**Run 1: where the registers sit**

Bar = 20 um.
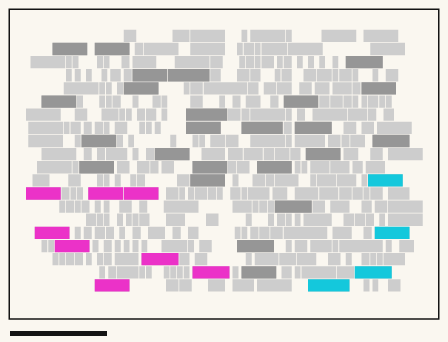
**Run 1: metal layers overlaid**

Bar = 20 um.
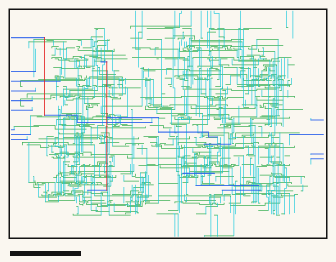
**Run 1: selected gate families**

Bar = 20 um.
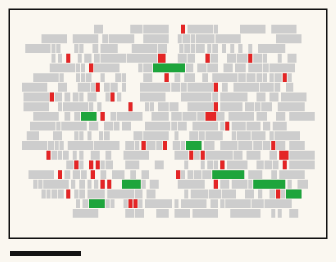
`config.mk`:
```
export PLATFORM = sky130hd
export DESIGN_NAME = simulador_planta
export DESIGN_NICKNAME = d
export VERILOG_FILES = /design/src/rtl/simulador_planta.sv
export SDC_FILE = /design/constraint.sdc
export NUM_CORES = 1
export LEC_CHECK = 0
export ABC_AREA = 1
export CAP_MARGIN = 10
export CORE_ASPECT_RATIO = 0.7
export CORE_MARGIN = 3
export CORE_UTILIZATION = 40
export DETAILED_ROUTE_END_ITERATION = 10
export PLACE_DENSITY = 0.6
export SYNTH_ARGS = -nofsm -noshare
export SYNTH_HDL_FRONTEND = slang
export SYNTH_SLANG_ARGS = --single-unit
```
`constraint.sdc`:
```
create_clock -name clock -period 1.5 [get_ports clock]
set_input_delay 0.3 -clock clock [delete_from_list [all_inputs] [get_ports clock]]
set_output_delay 0.3 -clock clock [all_outputs]
set_load 0.05 [all_outputs]
```
`src/rtl/simulador_planta.sv`:
```
// Plant-side emulator of the bottling line: turns MOTOR/EV/VE commands into the
// PG/CH/RO/CQ/EB sensor levels for one bottle on the conveyor and a cork reservoir.
module simulador_planta #(
  parameter int POS_FILL      = 4,
  parameter int POS_SEAL      = 8,
  parameter int POS_END       = 12,
  parameter int FILL_TICKS    = 6,
  parameter int ROLHAS_INIT   = 10,
  parameter int REJECT_PERIOD = 5
) (
  input  logic       clock,
  input  logic       reset,
  input  logic       tick,
  input  logic       MOTOR,
  input  logic       EV,
  input  logic       VE,
  input  logic       repor_rolhas,
  output logic       PG,
  output logic       CH,
  output logic       RO,
  output logic       CQ,
  output logic       EB,
  output logic [7:0] garrafas_saida,
  output logic [7:0] rolhas_estoque,
  output logic       erro_derrame,
  output logic       erro_vedacao
);

  localparam logic [3:0] POS_FILL_C    = 4'(POS_FILL);
  localparam logic [3:0] POS_SEAL_C    = 4'(POS_SEAL);
  localparam logic [3:0] POS_END_C     = 4'(POS_END);
  localparam logic [3:0] FILL_TICKS_C  = 4'(FILL_TICKS);
  localparam logic [7:0] ROLHAS_INIT_C = 8'(ROLHAS_INIT);
  localparam logic       REJ_EN_C      = (REJECT_PERIOD != 0);
  localparam logic [7:0] REJ_LAST_C    = (REJECT_PERIOD == 0) ? 8'd0 : 8'(REJECT_PERIOD - 1);

  logic [3:0] pos_r;
  logic [3:0] nivel_r;
  logic       vedada_r;
  logic       ve_q_r;
  logic [7:0] indice_r;
  logic [7:0] garrafas_r;
  logic [7:0] rolhas_r;
  logic       erro_derrame_r;
  logic       erro_vedacao_r;

  logic       at_fill_s;
  logic       not_full_s;
  logic       move_s;
  logic       exit_s;
  logic       fill_s;
  logic       spill_s;
  logic       seal_edge_s;
  logic       seal_ok_s;
  logic       rejeito_s;
  logic [7:0] indice_next_s;

  // Per-tick event decode, all from the pre-update state
  always_comb begin
    at_fill_s     = (pos_r == POS_FILL_C);
    not_full_s    = (nivel_r < FILL_TICKS_C);
    move_s        = tick & MOTOR & (pos_r < POS_END_C);
    exit_s        = tick & MOTOR & (pos_r >= POS_END_C);
    fill_s        = tick & EV & at_fill_s & not_full_s;
    spill_s       = tick & EV & ~(at_fill_s & not_full_s);
    seal_edge_s   = tick & VE & ~ve_q_r;
    seal_ok_s     = seal_edge_s & (pos_r == POS_SEAL_C) & ~vedada_r & (rolhas_r != 8'd0);
    rejeito_s     = REJ_EN_C & (indice_r == REJ_LAST_C);
    if (REJ_EN_C && (indice_r != REJ_LAST_C)) begin
      indice_next_s = indice_r + 8'd1;
    end else begin
      indice_next_s = 8'd0;
    end
  end

  // Plant state: conveyor, fill level, seal, cork stock and sticky errors
  always_ff @(posedge clock) begin
    if (reset) begin
      pos_r          <= 4'd0;
      nivel_r        <= 4'd0;
      vedada_r       <= 1'b0;
      ve_q_r         <= 1'b0;
      indice_r       <= 8'd0;
      garrafas_r     <= 8'd0;
      rolhas_r       <= ROLHAS_INIT_C;
      erro_derrame_r <= 1'b0;
      erro_vedacao_r <= 1'b0;
    end else begin
      // Exit replaces the bottle; filling/sealing at the exit point cannot succeed anyway
      if (exit_s) begin
        pos_r      <= 4'd0;
        nivel_r    <= 4'd0;
        vedada_r   <= 1'b0;
        garrafas_r <= garrafas_r + 8'd1;
        indice_r   <= indice_next_s;
      end else begin
        if (move_s) begin
          pos_r <= pos_r + 4'd1;
        end
        if (fill_s) begin
          nivel_r <= nivel_r + 4'd1;
        end
        if (seal_ok_s) begin
          vedada_r <= 1'b1;
        end
      end
      if (tick) begin
        ve_q_r <= VE;
      end
      // Reload beats a simultaneous consumption
      if (repor_rolhas) begin
        rolhas_r <= ROLHAS_INIT_C;
      end else if (seal_ok_s) begin
        rolhas_r <= rolhas_r - 8'd1;
      end
      if (spill_s) begin
        erro_derrame_r <= 1'b1;
      end
      if (seal_edge_s && !seal_ok_s) begin
        erro_vedacao_r <= 1'b1;
      end
    end
  end

  assign PG             = (pos_r == POS_FILL_C);
  assign EB             = (pos_r == POS_SEAL_C);
  assign CH             = PG & (nivel_r >= FILL_TICKS_C);
  assign RO             = (rolhas_r != 8'd0);
  assign CQ             = (pos_r == POS_END_C) & (nivel_r >= FILL_TICKS_C) & vedada_r & ~rejeito_s;
  assign garrafas_saida = garrafas_r;
  assign rolhas_estoque = rolhas_r;
  assign erro_derrame   = erro_derrame_r;
  assign erro_vedacao   = erro_vedacao_r;

endmodule

```
==> run notes, run 1 <==
Results of the flow run.

The run finished, with violations left. The final reports fail on negative setup slack. The share of the clock period used by the worst path after layout stands at 1.110. The most common logic cells in the final layout are sky130_fd_sc_hd__nand2_1, sky130_fd_sc_hd__buf_4, sky130_fd_sc_hd__inv_1. No sink is reached through more buffers than the 2 on the longest clock path. STA puts the critical path data required time at 1.20 ns. Sorting the synthesis cell report by count puts at the top sky130_fd_sc_hd__nand2_1.

Post-synth the commonest register cell is sky130_fd_sc_hd__dfxtp_1. The top fanout value on the critical path stands at 4. The skew report gives the latency at the later pin of the worst-skew pair as roughly 0.29 ns.

The layout has 8 clock buffers. At the end of routability-driven placement, the weighted congestion stood at 0.8355. Setup violations remaining at the end of the flow were counted as 12. The main area contributors are sky130_fd_sc_hd__dfxtp_1, sky130_fd_sc_hd__nand2_1, sky130_fd_sc_hd__inv_1. The quantity of I/O buffers inserted on ports stands at 29. The floorplan die area stands at 5658 um^2.

Per STA, the endpoint of the critical path is CQ. The sequential portion of the cell area stands at 0.2376. The minimum setup slack among reg-to-reg paths stands at -0.05 ns. The power density relative to cell area stands at 586.9 nW/um^2. Once iteration 0 of detailed routing completed, the report listed 116 DRC markers. The number of sinks driven by the clock tree stands at 36. The initial antenna violation count stands at 0. The Yosys step of the flow raised 0 warnings. The launch point of the critical path was reported as nivel_r[2]. Endpoints failing hold in the final report were tallied at 0. Data on the critical path arrives at its endpoint at 1.36 ns. After detailed routing, the wire length on met1 is 2509 um.

The synthesized net count stands at 287. The area of the core stands at 4479 um^2. STA classifies the critical path endpoint as an output pin. For this run, global-route usage on met1 was measured as 0.2594. The final worst-path setup slack stands at -0.1646 ns. The buffering overhead stands at 0.2827. The via count of the first global-routing pass stands at between 1500 and 2000. The pre-CTS setup slack stands at -0.3123 ns. After synthesis, the share of flip-flops with an asynchronous set or reset is 0. The yosys stat cell total stands at 272.

The overall power stands at 0.001842 W. Across all hold checks on the routed design, the worst slack comes to 0.4244 ns. The overall die width stands at 88.63 um. STA lists the startpoint of the worst register-to-register path as pos_r[0]. The worst register-to-register path has a depth of 10. After legalization and detailed placement, the total HPWL measured roughly 3500 um. The area added between synthesis and finish stands at 64.14%. The internal power of the cells totals roughly 0.0014 W.

Max-cap violations in this run came to 0. The number of instances on the worst hold path stands at 4. From bottom edge to top edge, the die measures 63.84 um. The combinational-cell power consumption stands at 0.000146 W. At the floorplan stage, the core utilization is reported as 0.4268. The average vias per placed instance stands at ~4.8. The finished layout cell area stands at ~3100 um^2. STA lists the startpoint of the worst hold path as tick. The simple-gate share of the synthesized area stands at 0.3429. After clock tree synthesis, the repair step resized 26 gates. The area share of the leading cell type in the synthesized netlist stands at 0.3770. The net count reported at finish stands at 364. The maximum cell stage delay along the critical path stands at 0.42 ns. After synthesis, the chip area reported by Yosys is ~1900 um^2. The post-synth tally of flip-flops with integrated enable stands at 0. The logs give a warning total of 32. The filler cell count in the final layout stands at about 360.

The cell sitting at the root of the clock tree is a sky130_fd_sc_hd__clkbuf_8. The cell depth of the worst setup path stands at 5. The detail route stage leaves a number of antenna-violating nets equal to 0. The sum of met3 wire segment lengths after detailed routing stands at 193 um.
## Picture notes: 'where the registers sit'
`indice_r` -> magenta  # flops 8, where bottom left
`nivel_r` -> cyan  # flops 4, where bottom right
utilization after layout: 0.7006
power in sequential cells: 0.000964 W

## Picture notes: 'metal layers overlaid'
M3 -> blue  # wire length 193 um
M4 -> red  # wire length 57.8 um
M2 -> cyan  # wire length 2110 um
M1 -> green  # wire length 2510 um
aggregate global-route resource usage: 0.1800
final routed wirelength across all metal layers: 4870 um
overall via count from detail_route: 1941

## Picture notes: 'selected gate families'
inv cells -> red  # cells 39
fa/ha/maj cells -> green  # cells 8
most frequent standard cell in the layout excluding fill and tap cells: sky130_fd_sc_hd__nand2_1
fraction of standard cell area in multi-input logic: 0.3788
Non-Filler Instances: 405

**Run 1: close-up of the layout**

Bar = 5 um. Window x 34 to 54, y 35 to 55 um. Cells in grey, sequential cells in the stronger grey; small squares are vias.
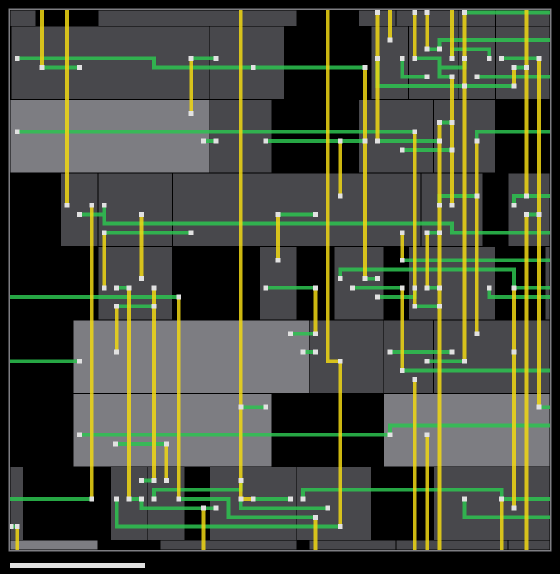

==> inputs of run 2 (changes only) <==
Settings changed: MAX_ROUTING_LAYER set to met4, PLACE_DENSITY 0.6 to not set, PLACE_DENSITY_LB_ADDON set to 0.15, TNS_END_PERCENT set to 10.
**Run 2: close-up of the layout**

Bar = 5 um. Window x 34 to 54, y 35 to 55 um. Cells in grey, sequential cells in the stronger grey; small squares are vias.
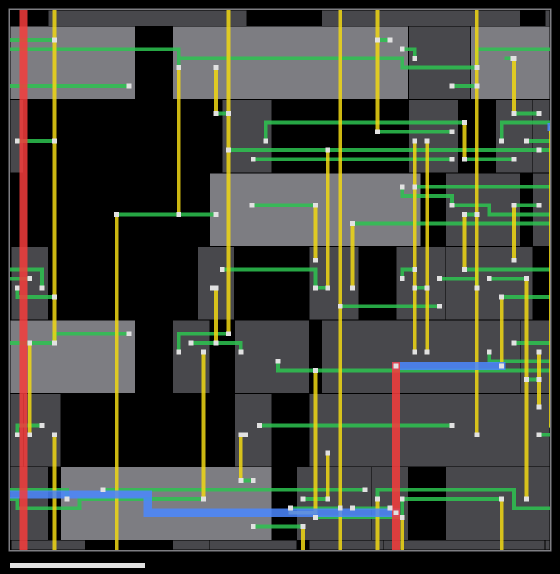
M3 -> blue
M4 -> red
M2 -> yellow
M1 -> green
sequential cells in the window = 5
cells with their middle in the window = 25
netlist names of flops here include = `rolhas_estoque` (3), `garrafas_saida` (2)
most frequent = nand2_1 (4), buf_4 (3)

**Run 2: metal layers overlaid**

Bar = 20 um.
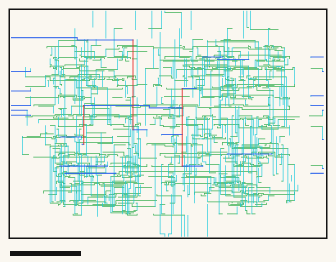
M4 -> red  # wire length 57.8 um
M2 -> cyan  # wire length 2090 um
M3 -> blue  # wire length 183 um
M1 -> green  # wire length 2310 um
overall via count from detail_route: 1916
final routed wirelength across all metal layers: 4642 um
aggregate global-route resource usage: 0.1813
post-detailed-route wirelength per cell: 11.69 um

**Run 2: routing congestion**

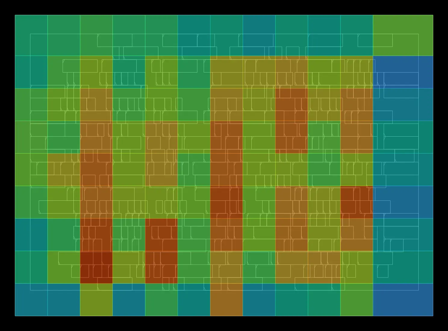
met3 track demand over resource: 0.04381
Most Crowded Layer GR: met2
global-route met1 utilization: 0.2541
utilization after layout: 0.6696

==> run notes, run 2 <==
Results of the flow run.

Final hold analysis gives a worst-case slack of slightly below 0.4 ns. For this run, asynchronously set or reset flops after synthesis account for 0. The launch point of the worst min-delay path is recorded as tick. For this run, the detailed router reports a per-instance via density of 4.826.

The layout clock buffer count stands at 6. The filler cell count in the final layout stands at 373. STA puts the critical path data arrival time at 1.39 ns.

Among logic cells in the layout, the one with the most instances is sky130_fd_sc_hd__nand2_1. The overall die size recorded for this design is 5658 um^2. After clock tree synthesis, the repair step resized 26 gates.

The share of the clock period used by the worst path after layout stands at 1.125. The post-route non-filler standard cell count stands at between 300 and 400. The commonest register cell is sky130_fd_sc_hd__dfxtp_1. The synthesized net count stands at 287. The initial antenna violation count stands at 0. The via count of the first global-routing pass is 1739.

After layout, the worst setup slack is -0.1871 ns. The finished layout cell area stands at 2999 um^2. The power consumed by sequential cells stands at about 0.00097 W.

Measured in cells, the most critical reg-to-reg path has a length of 9. The internal portion of the total power is 0.001394 W. The sequential portion of the cell area stands at 0.2466. The area fraction of the largest cell type after synthesis is 0.3770. The final-report setup violation count stands at 4. At the end of routability-driven placement, the weighted congestion stood at 0.8671. The top fanout value on the critical path stands at 3. According to the finish report, the design has a final net count of 356. The violation tally recorded at the end of detailed-routing iteration 0 is around 76. Hold analysis shows the worst path with a depth of 3. The critical path ends at CQ. For this run, the chip area from Yosys synthesis comes to 1912 um^2. Ranked by total cell area, the synthesized netlist is headed by sky130_fd_sc_hd__dfxtp_1, sky130_fd_sc_hd__nand2_1, sky130_fd_sc_hd__inv_1. Wire segments on met3 add up to 183 um in the final route. The flow ran to the end, but the final reports show violations. The combinational share of cell area stands at 0.3884. The worst register-to-register path has a setup slack of 0.05 ns. Per the Yosys statistics, synthesis produced 272 cells. The checks that failed: negative setup slack.

The tool warning count stands at 32. The area growth from synthesis to layout is 56.87%. In this run, power in combinational logic comes to about 0.00014 W.

CTS placed an instance of sky130_fd_sc_hd__clkbuf_8 at the clock tree root. In this run the worst setup path begins at nivel_r[0].
==> inputs of run 3 (changes only) <==
Settings changed: SLEW_MARGIN set to 5.
**Run 3: where the registers sit**

Bar = 20 um.
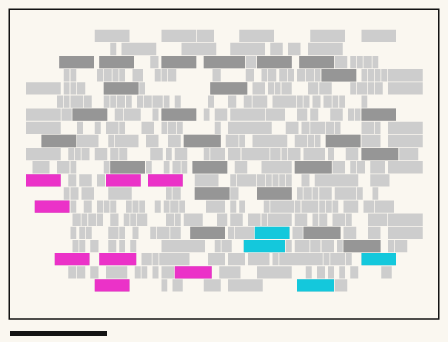
`nivel_r` -> cyan  # flops 4
`indice_r` -> magenta  # flops 8
power in sequential cells: 0.000967 W
Seq. cell area: 739.5 um^2
sequential cell area share: 0.2466

**Run 3: routing congestion**

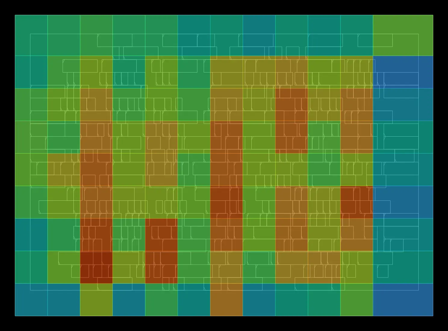
met2 track demand over resource: 0.2546

**Run 3: close-up of the layout**

Bar = 5 um. Window x 34 to 54, y 35 to 55 um. Cells in grey, sequential cells in the stronger grey; small squares are vias.
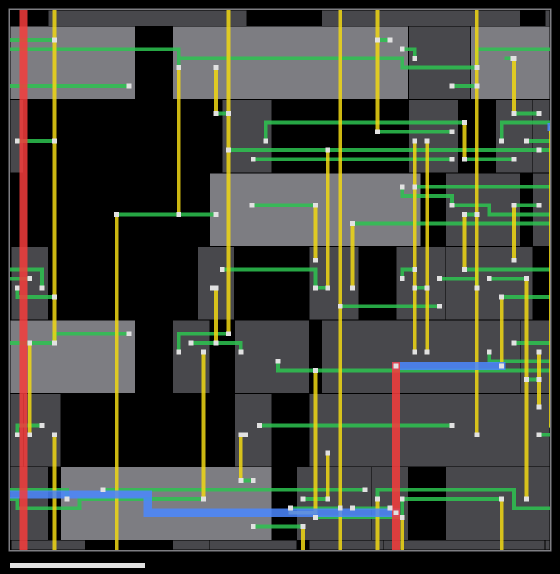
M4 -> red
M2 -> yellow
M3 -> blue
M1 -> green
sequential cells in the window = 5
cells with their middle in the window = 25
most frequent = nand2_1 (4), buf_4 (3)
netlist names of flops here include = `rolhas_estoque` (3), `garrafas_saida` (2)

==> run notes, run 3 <==
Results of the flow run.

The final tally of hold violations stands at 0. Detailed routing placed a total of 183 um of wire on met3. Of all the cell area in the finished design, non-clock buffers hold 0.2616. The share of synthesized area in the top cell type comes to 0.3770. After routing the design area is 2999 um^2.

Global route summary, busiest routing layer listed as met2. The later pin in the worst-skew pair is clocked with a latency of between 0.2 and 0.3 ns. The floorplan die area stands at 5658 um^2.

Per the final layout report, the fraction of cells sized above drive strength 1 comes to 0.3480. The worst slack on hold paths stands at between 0.3 and 0.4 ns. The total number of vias stands at 1916. STA on the placed design reports a worst setup slack of -0.3263 ns. The initial DRC count stands at 76. The vertical die size stands at 63.84 um. In this run the most critical hold path is launched from tick.

The filler cell count in the final layout stands at 373. The initial antenna violation count was 0. The synthesis stats list as the most numerous cell sky130_fd_sc_hd__nand2_1. After detailed routing, the total wire length is 4642 um. The number of levels the H-tree was split into stands at 2.

In the synthesized netlist the dominant register cell turns out to be sky130_fd_sc_hd__dfxtp_1. The remaining number of nets flagged by the antenna check after routing stands at 0. The overall power stands at 0.001833 W.

The final HPWL from detailed placement stands at 3350 um. The final reports fail on negative setup slack. The most common logic cells in the final layout are sky130_fd_sc_hd__nand2_1, sky130_fd_sc_hd__buf_4, sky130_fd_sc_hd__inv_1. Of the total standard cell area in the layout, the multi-input combinational portion is 0.3884. The final timing report counts setup violations totalling 4. The routing usage on met3 stands at 0.04381.

The net count reported at finish stands at roughly 360. The minimum setup slack among reg-to-reg paths stands at about 0.050 ns. Sorting the synthesized cells by area gives the leading types as sky130_fd_sc_hd__dfxtp_1, sky130_fd_sc_hd__nand2_1, sky130_fd_sc_hd__inv_1.

Following the worst setup path forward leads to its endpoint at CQ. The routability congestion estimate stands at 0.8671. The cell count after synthesis stands at 272.

In this run the power density over the cells is 611.2 nW/um^2. Per the placement log, port buffering inserted 29 buffers. Setup repair after global routing could not meet its margin everywhere. Counting the warning lines in the Yosys log gives 0. At the worst endpoint, the required time is 1.20 ns. The clock buffers instantiated in the layout total 6. Between the synthesized netlist and the finished layout, the area growth was recorded as 56.87%. According to the CTS report, the clock sink count is 36.

The logs give a warning total of 32. The global routing usage on met1 stands at 0.2541. After detailed routing, the average wire length per cell comes to 11.69 um. The flow ran to the end, but the final reports show violations. Logic depth along the worst register-to-register path is recorded as 9. After layout, the worst setup slack is -0.1871 ns. The library cell used most frequently in the layout, excluding fill and tap cells, is sky130_fd_sc_hd__nand2_1. Walking the critical path from launch to capture passes 7 cell instances. In the per-layer summary, the met1 wirelength comes to 2307 um. For the worst setup path, the data arrival time is 1.39 ns. The number of gates resized after cts stands at 26. The maximum cell stage delay along the critical path stands at 0.34 ns. The routed design shows a via density per instance of 4.826. Clock tree synthesis selected as its root buffer the cell sky130_fd_sc_hd__clkbuf_8. Per the timing report, the most critical flop-to-flop path originates at pos_r[0]. The post-layout utilization of the core stands at 0.6696.

The total I/O pin count stands at 30. Per the synth stats, the proportion of register bits with asynchronous set or reset is 0. The maximum count of clock buffers along a single path stands at 2. The post-synth tally of flip-flops with integrated enable stands at 0. In the finished design, the share of the clock period the worst path needs comes to 1.125. The initial utilization of the core area, before any placement, comes to 0.4268. The number of instances on the worst hold path stands at 3. The synthesized netlist was found by Yosys to have 272 cells.
No activity file was given, so power comes from the tool's default toggle rates.
